## src/rtl/prog_loader_if.sv

```systemverilog
`default_nettype none
// +----------------------------------------------------------------------+
// | prog_loader_if : byte-stream input and instruction-memory write bus  |
// | Revision 1.0                                                         |
// +----------------------------------------------------------------------+
interface prog_loader_if #(
    parameter int ADDR_W = 4,
    parameter int DATA_W = 4
);
    logic [2*DATA_W-1:0] in_data;
    logic                in_valid;
    logic                in_ready;
    logic                mem_we;
    logic [ADDR_W-1:0]   mem_addr;
    logic [DATA_W-1:0]   mem_wdata;

    modport slave (
        input  in_data, in_valid,
        output in_ready, mem_we, mem_addr, mem_wdata
    );

    modport master (
        output in_data, in_valid,
        input  in_ready, mem_we, mem_addr, mem_wdata
    );
endinterface
`default_nettype wire

```

## src/rtl/prog_loader.sv

```systemverilog
`default_nettype none
// +----------------------------------------------------------------------+
// | prog_loader : loads a framed byte stream into nibble instruction     |
// | memory and holds the CPU in reset until the checksum matches.        |
// | Revision 1.0                                                         |
// +----------------------------------------------------------------------+
module prog_loader #(
    parameter int ADDR_W    = 4,
    parameter int DATA_W    = 4,
    parameter int MAX_INSTR = 2**(ADDR_W-1)
) (
    input  wire logic         clk,
    input  wire logic         reset,
    input  wire logic         start,
    prog_loader_if.slave      bus,
    output logic              cpu_hold,
    output logic              busy,
    output logic              done,
    output logic              error
);
    localparam int BYTE_W = 2*DATA_W;
    localparam logic [BYTE_W-1:0] c_max_len = BYTE_W'(MAX_INSTR);

    typedef enum logic [2:0] {
        S_IDLE  = 3'd0,
        S_LEN   = 3'd1,
        S_DATA  = 3'd2,
        S_WR_HI = 3'd3,
        S_WR_LO = 3'd4,
        S_CHK   = 3'd5,
        S_DONE  = 3'd6,
        S_ERR   = 3'd7
    } state_t;

    state_t              r_state, w_state_n;
    logic [ADDR_W-1:0]   r_k, w_k_n, w_k_inc;
    logic [BYTE_W-1:0]   r_len, w_len_n;
    logic [BYTE_W-1:0]   r_acc, w_acc_n;
    logic [BYTE_W-1:0]   r_byte, w_byte_n;
    logic                w_xfer;
    logic                w_in_ready_n, w_mem_we_n;
    logic [ADDR_W-1:0]   w_mem_addr_n;
    logic [DATA_W-1:0]   w_mem_wdata_n;

    assign w_xfer  = bus.in_valid & bus.in_ready;
    assign w_k_inc = r_k + 1'b1;

    always_comb begin
        w_state_n = r_state;
        w_k_n     = r_k;
        w_len_n   = r_len;
        w_acc_n   = r_acc;
        w_byte_n  = r_byte;
        case (r_state)
            S_IDLE, S_DONE, S_ERR: begin
                if (start) begin
                    w_state_n = S_LEN;
                    w_k_n     = '0;
                    w_acc_n   = '0;
                end
            end
            S_LEN: begin
                if (w_xfer) begin
                    w_acc_n = bus.in_data;
                    w_len_n = bus.in_data;
                    if (bus.in_data > c_max_len)
                        w_state_n = S_ERR;
                    else if (bus.in_data == '0)
                        w_state_n = S_CHK;
                    else
                        w_state_n = S_DATA;
                end
            end
            S_DATA: begin
                if (w_xfer) begin
                    w_byte_n  = bus.in_data;
                    w_acc_n   = r_acc ^ bus.in_data;
                    w_state_n = S_WR_HI;
                end
            end
            S_WR_HI: w_state_n = S_WR_LO;
            S_WR_LO: begin
                w_k_n     = w_k_inc;
                w_state_n = (BYTE_W'(w_k_inc) == r_len) ? S_CHK : S_DATA;
            end
            S_CHK: begin
                if (w_xfer)
                    w_state_n = (bus.in_data == r_acc) ? S_DONE : S_ERR;
            end
            default: w_state_n = S_IDLE;
        endcase
    end

    // Outputs are decoded from the next state so they are registered yet
    // line up with the state they describe.
    always_comb begin
        w_in_ready_n  = (w_state_n == S_LEN) || (w_state_n == S_DATA) || (w_state_n == S_CHK);
        w_mem_we_n    = (w_state_n == S_WR_HI) || (w_state_n == S_WR_LO);
        w_mem_addr_n  = bus.mem_addr;
        w_mem_wdata_n = bus.mem_wdata;
        if (w_state_n == S_WR_HI) begin
            w_mem_addr_n  = {r_k[ADDR_W-2:0], 1'b0};
            w_mem_wdata_n = w_byte_n[BYTE_W-1:DATA_W];
        end else if (w_state_n == S_WR_LO) begin
            w_mem_addr_n  = {r_k[ADDR_W-2:0], 1'b1};
            w_mem_wdata_n = w_byte_n[DATA_W-1:0];
        end
    end

    always_ff @(posedge clk or negedge reset) begin
        if (!reset) begin
            r_state       <= S_IDLE;
            r_k           <= '0;
            r_len         <= '0;
            r_acc         <= '0;
            r_byte        <= '0;
            bus.in_ready  <= 1'b0;
            bus.mem_we    <= 1'b0;
            bus.mem_addr  <= '0;
            bus.mem_wdata <= '0;
            cpu_hold      <= 1'b1;
            busy          <= 1'b0;
            done          <= 1'b0;
            error         <= 1'b0;
        end else begin
            r_state       <= w_state_n;
            r_k           <= w_k_n;
            r_len         <= w_len_n;
            r_acc         <= w_acc_n;
            r_byte        <= w_byte_n;
            bus.in_ready  <= w_in_ready_n;
            bus.mem_we    <= w_mem_we_n;
            bus.mem_addr  <= w_mem_addr_n;
            bus.mem_wdata <= w_mem_wdata_n;
            cpu_hold      <= (w_state_n != S_DONE);
            busy          <= (w_state_n != S_IDLE) && (w_state_n != S_DONE) && (w_state_n != S_ERR);
            done          <= (w_state_n == S_DONE);
            error         <= (w_state_n == S_ERR);
        end
    end
endmodule
`default_nettype wire

```

## src/flat_wrapper.sv

```systemverilog
// flat-port wrapper written by rule: the top's interface ports become plain ports
module prog_loader_flat 
#(
    parameter int ADDR_W    = 4,
    parameter int DATA_W    = 4,
    parameter int MAX_INSTR = 2**(ADDR_W-1)
)
  (clk, reset, start, cpu_hold, busy, done, error, bus_in_data, bus_in_valid, bus_in_ready, bus_mem_we, bus_mem_addr, bus_mem_wdata);
  prog_loader_if #(.ADDR_W(ADDR_W), .DATA_W(DATA_W)) bus_i ();
  input  wire logic clk;
  input  wire logic reset;
  input  wire logic start;
  output logic cpu_hold;
  output logic busy;
  output logic done;
  output logic error;
  input wire logic [$bits(bus_i.in_data)-1:0] bus_in_data;
  input wire logic [$bits(bus_i.in_valid)-1:0] bus_in_valid;
  output wire logic [$bits(bus_i.in_ready)-1:0] bus_in_ready;
  output wire logic [$bits(bus_i.mem_we)-1:0] bus_mem_we;
  output wire logic [$bits(bus_i.mem_addr)-1:0] bus_mem_addr;
  output wire logic [$bits(bus_i.mem_wdata)-1:0] bus_mem_wdata;
  assign bus_i.in_data = bus_in_data;
  assign bus_i.in_valid = bus_in_valid;
  assign bus_in_ready = bus_i.in_ready;
  assign bus_mem_we = bus_i.mem_we;
  assign bus_mem_addr = bus_i.mem_addr;
  assign bus_mem_wdata = bus_i.mem_wdata;
  prog_loader #(.ADDR_W(ADDR_W), .DATA_W(DATA_W), .MAX_INSTR(MAX_INSTR)) u_core (.clk(clk), .reset(reset), .start(start), .bus(bus_i), .cpu_hold(cpu_hold), .busy(busy), .done(done), .error(error));
endmodule
```

## config.mk

```make
export PLATFORM = sky130hd
export DESIGN_NAME = prog_loader_flat
export DESIGN_NICKNAME = d
export VERILOG_FILES = /design/src/rtl/prog_loader_if.sv /design/src/rtl/prog_loader.sv /design/src/flat_wrapper.sv
export SDC_FILE = /design/constraint.sdc
export NUM_CORES = 1
export LEC_CHECK = 0
export ABC_AREA = 1
export CAP_MARGIN = 5
export CORE_MARGIN = 1.5
export CORE_UTILIZATION = 30
export CTS_CLUSTER_SIZE = 40
export DETAILED_ROUTE_END_ITERATION = 8
export PLACE_DENSITY = 0.54
export SETUP_SLACK_MARGIN = 0.2
export SYNTH_ARGS = -nofsm -noshare
export SYNTH_HDL_FRONTEND = slang
export SYNTH_SLANG_ARGS = --single-unit
```

## constraint.sdc

```tcl
create_clock -name clk -period 1.7 [get_ports clk]
set_input_delay 0.255 -clock clk [delete_from_list [all_inputs] [get_ports clk]]
set_output_delay 0.255 -clock clk [all_outputs]
set_load 0.03 [all_outputs]
```

==> qor.csv, run 1 <==
stage,metric,value,unit
yosys,Adder-Cell Fraction of Synth Area,0.569,%
routing,mean number of vias per cell,4.45,
yosys,Post-synth EDFFs,0,
routing,WL final,5290,µm
yosys,commonest cells in the netlist,"nand2_1 (72), dfrtp_1 (40), inv_1 (23), nor2_1 (23), nand3_1 (15)",
grt,first-pass GRT wire length,8690,µm
floorplanning,Core Region,7180,µm²
power,Power Density,1910,nW/µm²
layout,n_diodes,0,
cts,Clk Tree Root Cell,clkbuf_8,
yosys,Dominant comb cell,simple AND/OR/NAND/NOR gates,
layout,final instance area,3210,µm²
setup_path,crit path max fanout,4,
grt,Tot GR Track Use,14.6,%
power,Pleak,1.57,nW
timing,Setup WS post-layout,-0.0295,ns
power,Switching Share,44.3,%
setup_path,Setup crit end kind,flop,
setup_path,FF-to-FF End,u_core.r_state[1],
layout,final-stage net count,351,
power,Internal,3.42,mW
timing,Slew HR,71.5,%
placement,Place WS,-0.212,ns
floorplanning,row count,31,
status,outcome,"complete, but fails checks",
yosys,Synth cell types,35,
placement,DP HPWL,3860,µm
setup_path,crit path DRT,1.89,ns
routing,DR pass1 iterations,4,
yosys,post-synthesis sequential area ratio,46.7,%
floorplanning,IO Pins,26,
power,sequential share of power,27.3,%
setup_path,R2R setup slack,-0.03,ns
cts,H-tree depth,2,
yosys,mux share,1.02,%
layout,final std cells w/o fill,438,
routing,wire per inst,12.1,µm
yosys,Mapped Area,2200,µm²
yosys,area reported by Yosys stat,2200,µm²
grt,vias in the first global route,1807,
placement,Routability Congestion,0.844,
grt,initial antenna violation count,0,
timing,crit path time final,1.73,ns
setup_path,CP endpoint,u_core.r_state[1],
routing,1st-iter DRT viols,46,
cts,clock buffer depth,2,
timing,RSZ-0062 raised after global routing,yes,
job,max_cap viols,0,
yosys,synthesized netlist cell count,264,
yosys,Ys Warns,0,
yosys,Floorplan Nets,277,
floorplanning,fp_density,30.7,%
setup_path,R2R depth,12,
setup_path,RR Startpoint,u_core.r_k[0],
yosys,#FFs+latches synth,41,
floorplanning,full die area,7860,µm²
cts,CTS resizes,24,
job,OpenROAD warning count,29,
yosys,AO/OA Area Share,13.0,%
power,Net Switching,2.72,mW
power,Max VDD drop,686,µV
setup_path,crit start category,flop,
status,violated checks,setup timing,
timing,Final Hold Fails,0,
yosys,main flop type,dfrtp_1,
grt,largest net degree at the start of global routing,26,
cts,Post CTS Setup Buffer Count,4,
yosys,Post-Syn Area per Cell,8.34,µm²
timing,final setup fails,3,
setup_path,"Arr. time, crit path",1.92,ns
floorplanning,chip width,88.7,µm
timing,Worst Tran Pin Value,0.428,ns
yosys,Yosys top cell area share,45.5,%
routing,drt drc,0,
layout,comb. cell area,1140,µm²
yosys,Post-Synth Simple-Gate Area,29.4,%
timing,Final Max Tran Viols,0,
placement,Placed Area,2780,µm²
-- run 1: cells in the final DEF (no fill, tap or decap), types with 6 or more instances in the layout --
cell type	count
a21oi_1	7
buf_4	33
buf_6	6
clkdlybuf4s50_1	9
dfrtp_1	39
dlygate4sd2_1	14
inv_1	22
inv_2	8
nand2_1	69
nand3_1	12
nor2_1	15
nor2_4	8
o21ai_1	9
o21ai_2	8
o22ai_1	7
-- run 1: final cells by class --
cell class | instances | area share, %
multi-input combinational | 184 | 35.3
sequential | 41 | 32.0
timing repair buffer | 71 | 21.1
inverter | 34 | 4.55
tap | 99 | 3.85
clock buffer | 5 | 2.14
clock inverter | 3 | 0.779
timing repair inverter | 1 | 0.234
-- run 1: power by group through the flow --
stage	Sequential, mW	Clock, mW	Combinational, mW
finish	1.68	0.681	3.78
global route	1.72	0.748	4.16
CTS	1.64	0.708	3.30
detailed placement	1.66	0	3.08
global placement	1.64	0	3.06
floorplan	1.92	0	1.88
-- run 1: stage by stage --
step,setup TNS (ns),utilization (%),hold slack [ns],power (mW)
after floorplan,0,-,-0.0406,3.80
after global placement,-1.00,38.8,0.225,4.70
after detailed placement,-1.08,38.8,0.226,4.74
after CTS,-0.0765,41.3,0.424,5.66
after global routing,-1.02,44.8,0.446,6.63
final,-0.0527,44.8,0.397,6.14
-- run 1: critical path, cell delays in order (launching register included) --
cell	delay, ns
dfrtp_1	0.41
ha_4	0.28
inv_1	0.04
nand2_1	0.05
nand2_1	0.05
nor2_1	0.08
nand2_1	0.08
nor2_4	0.13
nand2_1	0.05
nand2_1	0.08
nand3_2	0.10
buf_4	0.15
buf_4	0.12
-- run 1: per-layer routing --
metal | track usage [%] | share of wire, %
met1 | 21.0 | 51
met2 | 22.3 | 46
met3 | 2.43 | 2.0
met4 | 4.83 | 1.5
met5 | 0 | 0
### The clock network, run 1

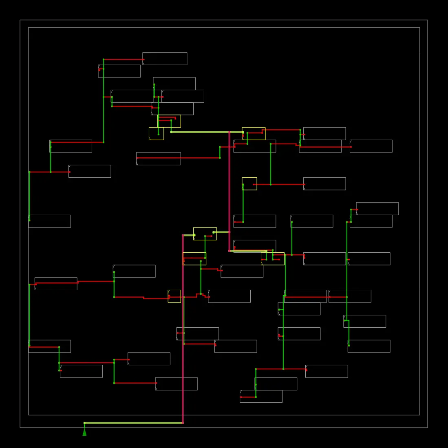
CTS Buf Count: 5
clock buf count: 5
clk sinks: 41
Clock Skews: 0.0113 ns
Flops: 41

### Pin map, run 1

Pins as bars across the die edge, other pins in gray.
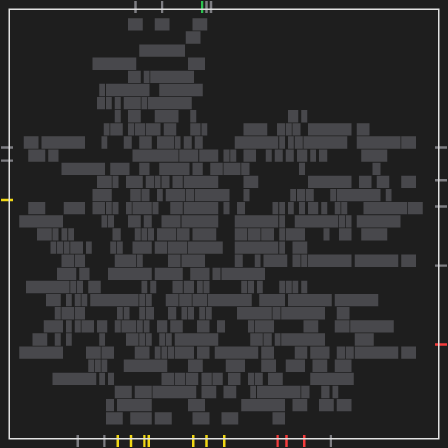
legend:
  yellow:
    port: bus_in_data
    pins: 8
    direction: input
    edge: 7 south, 1 west
  green:
    port: start
    pins: 1
    direction: input
    edge: north
  red:
    port: bus_mem_wdata
    pins: 4
    direction: output
    edge: 3 south, 1 east
all pins by edge: 13 south, 5 east, 5 north, 3 west

### Placement by cell class, run 1

Bar = 20 µm.
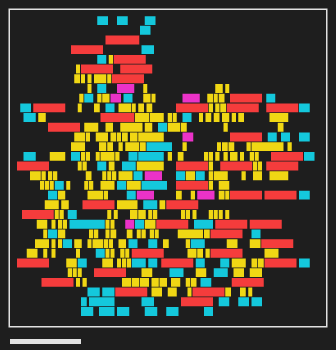
legend:
  red:
    class: flip-flops
    cells: 41
    share_of_their_area: 33%
  magenta:
    class: clock drivers and dummy loads
    cells: 8
    share_of_their_area: 3.0%
  cyan:
    class: other buffers and delay cells
    cells: 71
    share_of_their_area: 22%
  yellow:
    class: all other logic
    cells: 219
    share_of_their_area: 42%

### Clock distribution, run 1

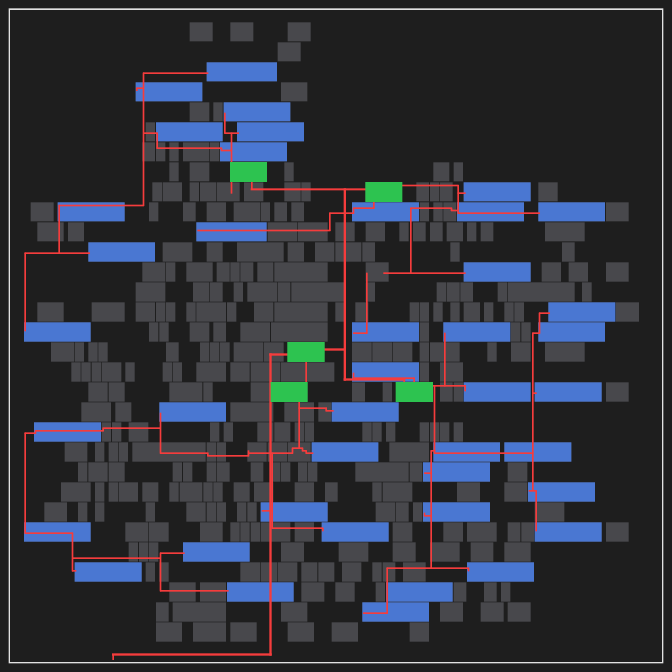

==> run 2: changes to the inputs <==
--- a/config.mk
+++ b/config.mk
@@ -6,11 +6,13 @@
 export NUM_CORES = 1
 export LEC_CHECK = 0
 export ABC_AREA = 1
-export CAP_MARGIN = 5
+export CAP_MARGIN = 10
+export CORE_ASPECT_RATIO = 0.75
 export CORE_MARGIN = 1.5
 export CORE_UTILIZATION = 30
 export CTS_CLUSTER_SIZE = 40
 export DETAILED_ROUTE_END_ITERATION = 8
+export HOLD_SLACK_MARGIN = 0.03
 export PLACE_DENSITY = 0.54
 export SETUP_SLACK_MARGIN = 0.2
 export SYNTH_ARGS = -nofsm -noshare
### Clock distribution, run 2

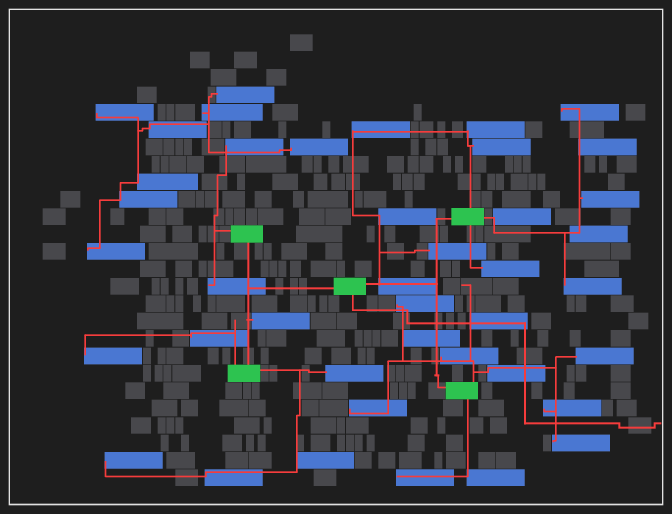
legend:
  blue:
    item: flip-flops
    count: 41
  green:
    item: cells driving clock nets
    count: 5
  red:
    item: clock wires
    length: 612 µm
routed clock nets: 6

==> qor.csv, run 2 <==
stage,metric,value,unit
status,outcome,"complete, but fails checks",
status,violated checks,setup timing,
power,Max VDD drop,612,µV
setup_path,"CP delay by family, top",simple AND/OR/NAND/NOR gates,
timing,Slew HR,66.0,%
placement,# port buffers,25,
floorplanning,fp_density,31.6,%
grt,vias in the first global route,1856,
setup_path,R2R depth,12,
setup_path,critical-path cell with the highest stage delay,dfrtp_1,
yosys,#FFs+latches synth,41,
setup_path,critical-path cell list,"ha_1, inv_1, nand2_1, nand2_1, nor2_1, nand2_1, nor2_2, nand3_2, nand2_2, nor2_4, a21oi_2, nor2_1",
routing,drt drc,0,
floorplanning,full die area,7860,µm²
setup_path,crit path DRT,1.89,ns
floorplanning,Core Region,6960,µm²
setup_path,Worst path most repeated cell,nand2_1,
timing,WHS,0.458,ns
yosys,Floorplan Nets,277,
cts,CTS resizes,38,
yosys,Ys Warns,0,
yosys,Synth area leader,dfrtp_1,
job,OpenROAD warning count,29,
yosys,Synth cell types,35,
timing,Clock Skews,0.00358,ns
setup_path,R2R setup slack,-0.03,ns
routing,1st-iter DRT viols,78,
timing,Setup WS post-layout,-0.0295,ns
timing,Final Hold Fails,0,
cts,clk sinks,41,
floorplanning,row count,26,
placement,Place WS,-0.222,ns
placement,Routability Congestion,0.772,
timing,RSZ-0062 raised after global routing,yes,
setup_path,"Arr. time, crit path",1.92,ns
setup_path,crit start category,flop,
floorplanning,chip height,77.2,µm
cts,H-tree depth,2,
yosys,area reported by Yosys stat,2200,µm²
yosys,synthesized netlist cell count,264,
timing,Worst Tran Pin Value,0.511,ns
routing,DR pass1 iterations,4,
grt,first-pass GRT wire length,8910,µm
layout,n_diodes,0,
yosys,commonest cells in the netlist,"nand2_1 (72), dfrtp_1 (40), inv_1 (23), nor2_1 (23), nand3_1 (15)",
yosys,post-synthesis sequential area ratio,46.7,%
floorplanning,IO Pins,26,
timing,crit path time final,1.73,ns
timing,Sum Neg Setup Slack,-0.0552,ns
routing,wire per inst,12.4,µm
floorplanning,chip width,102,µm
setup_path,FF-to-FF End,u_core.bus.in_ready,
cts,Clk Tree Root Cell,clkbuf_8,
layout,Top cells excl fill/tap,"nand2_1 (63), dfrtp_1 (39), buf_4 (33)",
layout,post-layout util,46.2,%
power,Power Density,1890,nW/µm²
power,Pleak,1.60,nW
timing,final setup fails,3,
layout,final std cells w/o fill,437,
setup_path,crit path max fanout,4,
setup_path,Worst path max stage delay,0.39,ns
power,Design Power,6.06,mW
placement,DP HPWL,3810,µm
yosys,yosys cell count,264,
timing,Final Max Tran Viols,0,
grt,Tot GR Track Use,14.6,%
cts,CTS Buf Count,5,
setup_path,RR Startpoint,u_core.r_k[0],
layout,final-stage net count,351,
yosys,Post-Syn Area per Cell,8.34,µm²
routing,mean number of vias per cell,4.43,
cts,clock buffer depth,2,
layout,final instance area,3210,µm²
grt,initial antenna violation count,0,
yosys,main flop type,dfrtp_1,
yosys,Yosys top cell area share,45.5,%
yosys,Post-synth EDFFs,0,
placement,Placed Area,2780,µm²
yosys,Mapped Area,2200,µm²
routing,WL final,5410,µm
job,max_cap viols,0,
[run 2: cell counts after synthesis]
No cell type changed its count.
[run 2: area by class of cell]
class	count	area (µm²)	area share, %
multi-input combinational	184	1170	36.6
sequential	41	1030	32.0
timing repair buffer	71	639	19.9
inverter	34	144	4.48
tap	98	123	3.82
clock buffer	6	82.6	2.57
clock inverter	2	13.8	0.428
timing repair inverter	1	7.51	0.234
[run 2: routing by layer]
metal / share of wire, % / global-route usage, % / up-vias / routed length [µm]
met1: 52 / 21.2 / 897 / 2800
met2: 44 / 21.3 / 34 / 2390
li1: - / - / 998 / -
met5: 0 / 0 / - / 0
met3: 3.0 / 3.28 / 8 / 164
met4: 1.1 / 4.93 / 0 / 61
[run 2: cells by family (layout without fill, tap and decap cells)]
| kind of cell | Yosys count | after routing | synth area share [%] |
|---|---|---|---|
| mux | 2 | 2 | 1.02 |
| simple gates | 135 | 135 | 29.4 |
| fa+ha+maj | 1 | 1 | 0.568 |
| flops | 41 | 41 | 46.7 |
| buf+inv | 39 | 114 | 8.13 |
| compound gates | 43 | 43 | 13.0 |
| xor+xnor | 3 | 3 | 1.19 |
[run 2: how the worst max path moves through the flow]
stage                              start                  end  cells past startpoint
after global routing       u_core.r_k[0]          u_core.busy                     14
after detailed placement  bus_in_data[5]          u_core.busy                     12
after CTS                  u_core.r_k[0]          u_core.busy                     14
after global placement    bus_in_data[4]          u_core.busy                     12
final                      u_core.r_k[0]  u_core.bus.in_ready                     12
after floorplan            u_core.r_k[1]  u_core.bus.in_ready                     12
[run 2: power breakdown]
group | leakage [nW] | switching [mW] | total (mW) | internal, mW
Clock | 0.0512 | 0.368 | 0.698 | 0.330
Sequential | 0.512 | 0.243 | 1.65 | 1.41
Combinational | 1.04 | 2.13 | 3.71 | 1.58
### Pin map, run 2

Pins as bars across the die edge, other pins in gray.
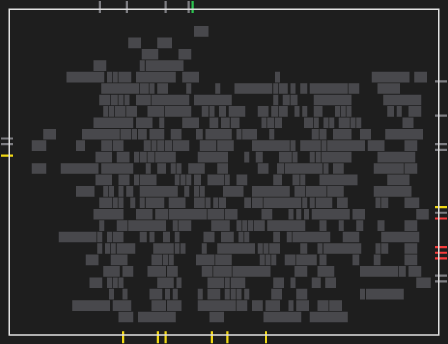

==> run 3: changes to the inputs <==
--- a/config.mk
+++ b/config.mk
@@ -7,7 +7,7 @@
 export LEC_CHECK = 0
 export ABC_AREA = 1
 export CAP_MARGIN = 10
-export CORE_ASPECT_RATIO = 0.75
+export CORE_ASPECT_RATIO = 1.25
 export CORE_MARGIN = 1.5
 export CORE_UTILIZATION = 30
 export CTS_CLUSTER_SIZE = 40
==> constraint.sdc (replaced) <==
create_clock -name clk -period 1.7 [get_ports clk]
set_input_delay 0.255 -clock clk [delete_from_list [all_inputs] [get_ports clk]]
set_output_delay 0.255 -clock clk [all_outputs]
set_load 0.02 [all_outputs]
### Pin map, run 3

Pins as bars across the die edge, other pins in gray.
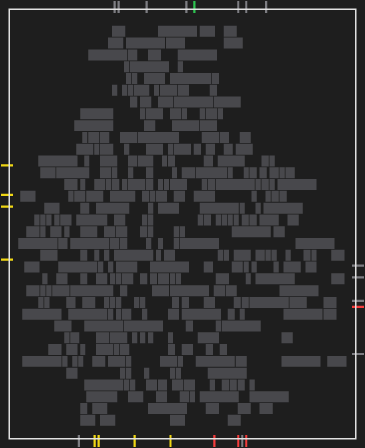
legend:
  red:
    port: bus_mem_wdata
    pins: 4
    direction: output
    edge: 3 south, 1 east
  yellow:
    port: bus_in_data
    pins: 8
    direction: input
    edge: 4 south, 4 west
  green:
    port: start
    pins: 1
    direction: input
    edge: north
all pins by edge: 9 south, 8 north, 5 east, 4 west

==> qor.csv, run 3 <==
stage,metric,value,unit
setup_path,crit path max fanout,4,
floorplanning,n_taps,90,
layout,Inverters,34,
grt,Tot GR Track Use,14.8,%
setup_path,Worst path most repeated cell,nand2_1,
grt,first-pass GRT wire length,8920,µm
routing,Met1 Wirelength,2390,µm
power,Net Switching,2.63,mW
timing,Slew HR,72.0,%
routing,met3 WL post-DR,126,µm
grt,gr busiest metal,met2,
yosys,mux share,1.02,%
routing,mean number of vias per cell,4.54,
cts,clock buffer depth,2,
power,Max VDD drop,993,µV
cts,clk sinks,41,
job,OpenROAD warning count,29,
status,violated checks,setup timing,
grt,GR met3 Demand/Resource,2.59,%
yosys,#FFs+latches synth,41,
power,Switching Share,43.6,%
yosys,Yosys top cell area share,45.5,%
routing,wire per inst,12.0,µm
floorplanning,fp_density,31.4,%
yosys,Post-Synth Simple-Gate Area,29.4,%
layout,comb. cell area,1130,µm²
floorplanning,row count,34,
timing,RSZ-0062 raised after global routing,yes,
layout,Clock-cell share,2.87,%
grt,met2 Usage GRT,23.9,%
grt,vias in the first global route,1922,
timing,final setup fails,3,
job,max_cap viols,0,
yosys,Post-synth EDFFs,0,
layout,n_diodes,0,
layout,most frequent logic cell in the layout,nand2_1,
timing,Setup WS post-layout,-0.0451,ns
yosys,Ys Warns,0,
layout,clock buf count,5,
setup_path,Worst path max stage delay,0.39,ns
yosys,main flop type,dfrtp_1,
setup_path,critical-path cell with the highest stage delay,dfrtp_1,
setup_path,RR Startpoint,u_core.r_k[0],
setup_path,Setup crit start,u_core.r_k[0],
placement,Routability Congestion,0.816,
status,outcome,"complete, but fails checks",
placement,# port buffers,25,
setup_path,R2R depth,14,
routing,drt drc,0,
setup_path,R2R setup slack,-0.05,ns
yosys,post-synthesis sequential area ratio,46.7,%
yosys,Synth area leader,dfrtp_1,
timing,crit path time final,1.75,ns
setup_path,crit start category,flop,
timing,Sum Neg Setup Slack,-0.0759,ns
yosys,Adder-Cell Fraction of Synth Area,0.569,%
layout,Combinational Gates,184,
## run 3: worst max-delay path: cells and delay by family (launching register included)
kind / cells / cell delay, ns
and+or+nand+nor: 11 / 0.75
DFF: 1 / 0.39
adders and majority gates: 1 / 0.31
buffers and inverters: 2 / 0.18
## run 3: timing repair
| item | 4_1_cts | 5_1_grt |
|---|---|---|
| resized | 39 | 16 |
| pin swaps | 6 | 8 |
| hold buffers | 1 | 0 |
| cloned | 1 | 0 |
| setup buffers | 6 | 3 |
| endpoints found under the setup margin | 29 | 30 |
| hold endpoints to repair | 14 | 0 |
## run 3: how the worst max path moves through the flow
stage / cells after the start / slack [ns] / to
finish: 14 / -0.05 / u_core.busy
global route: 14 / -0.24 / u_core.busy
CTS: 14 / -0.03 / u_core.busy
detailed placement: 12 / -0.25 / u_core.busy
global placement: 11 / -0.23 / u_core.busy
floorplan: 12 / 0.11 / u_core.bus.in_ready
## run 3: power by group through the flow
stage	Combinational [mW]	Clock, mW	Sequential [mW]
2_1_floorplan	1.88	0	1.81
3_3_place_gp	3.00	0	1.64
3_5_place_dp	3.01	0	1.65
4_1_cts	3.57	0.702	1.64
5_1_grt	4.08	0.751	1.69
6_report	3.71	0.677	1.64
## run 3: through the flow
stage / util (%) / instances / setup WS (ns) / cell area [µm²] / hold WS, ns
after global routing: 44.7 / 425 / -0.240 / 3140 / 0.442
final: 44.7 / 425 / -0.0451 / 3140 / 0.411
after CTS: 43.4 / 422 / -0.0294 / 3050 / 0.410
after floorplan: - / 264 / 0.107 / 2200 / -0.0406
after detailed placement: 39.6 / 406 / -0.247 / 2780 / 0.216
after global placement: 39.6 / 406 / -0.227 / 2780 / 0.216

## Gallery

Drive-strength map.
Bar = 20 µm.
shot_01.png
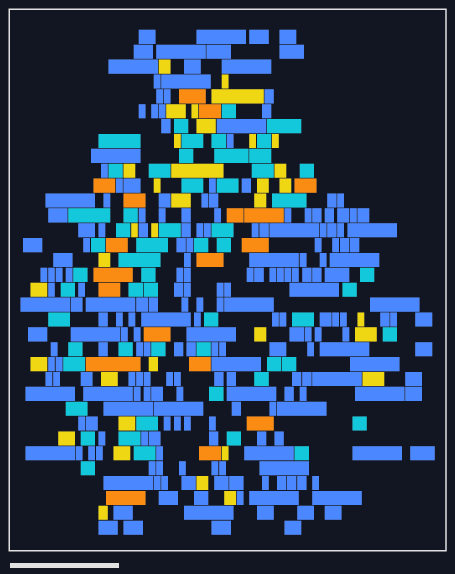
shot_02.png
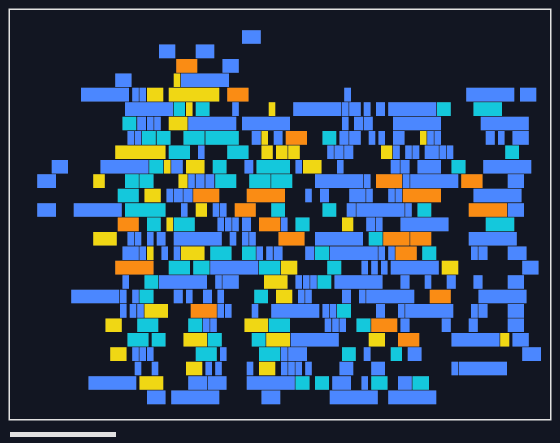
shot_03.png
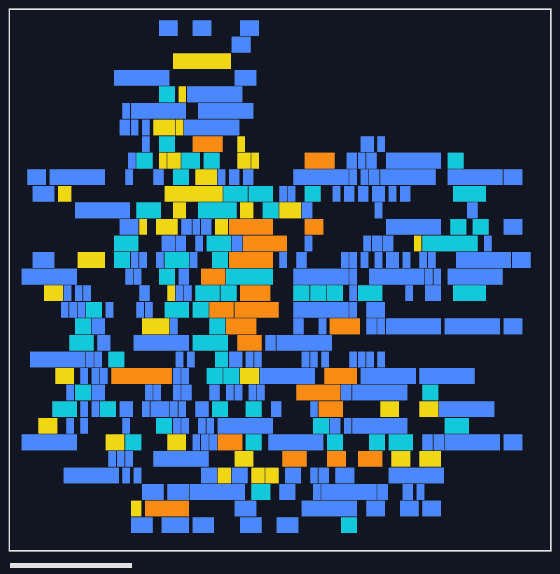
shot_02.png -> run 2
shot_03.png -> run 1
shot_01.png -> run 3

Key to shot_03.png:
legend:
  cyan:
    size: drive 3 to 4
    cells: 58
  orange:
    size: drive 6 and up
    cells: 22
  blue:
    size: drive 1 or less
    cells: 222
  yellow:
    size: drive 2
    cells: 37

Power figures rest on the tool's default switching activity, not on a simulated workload.
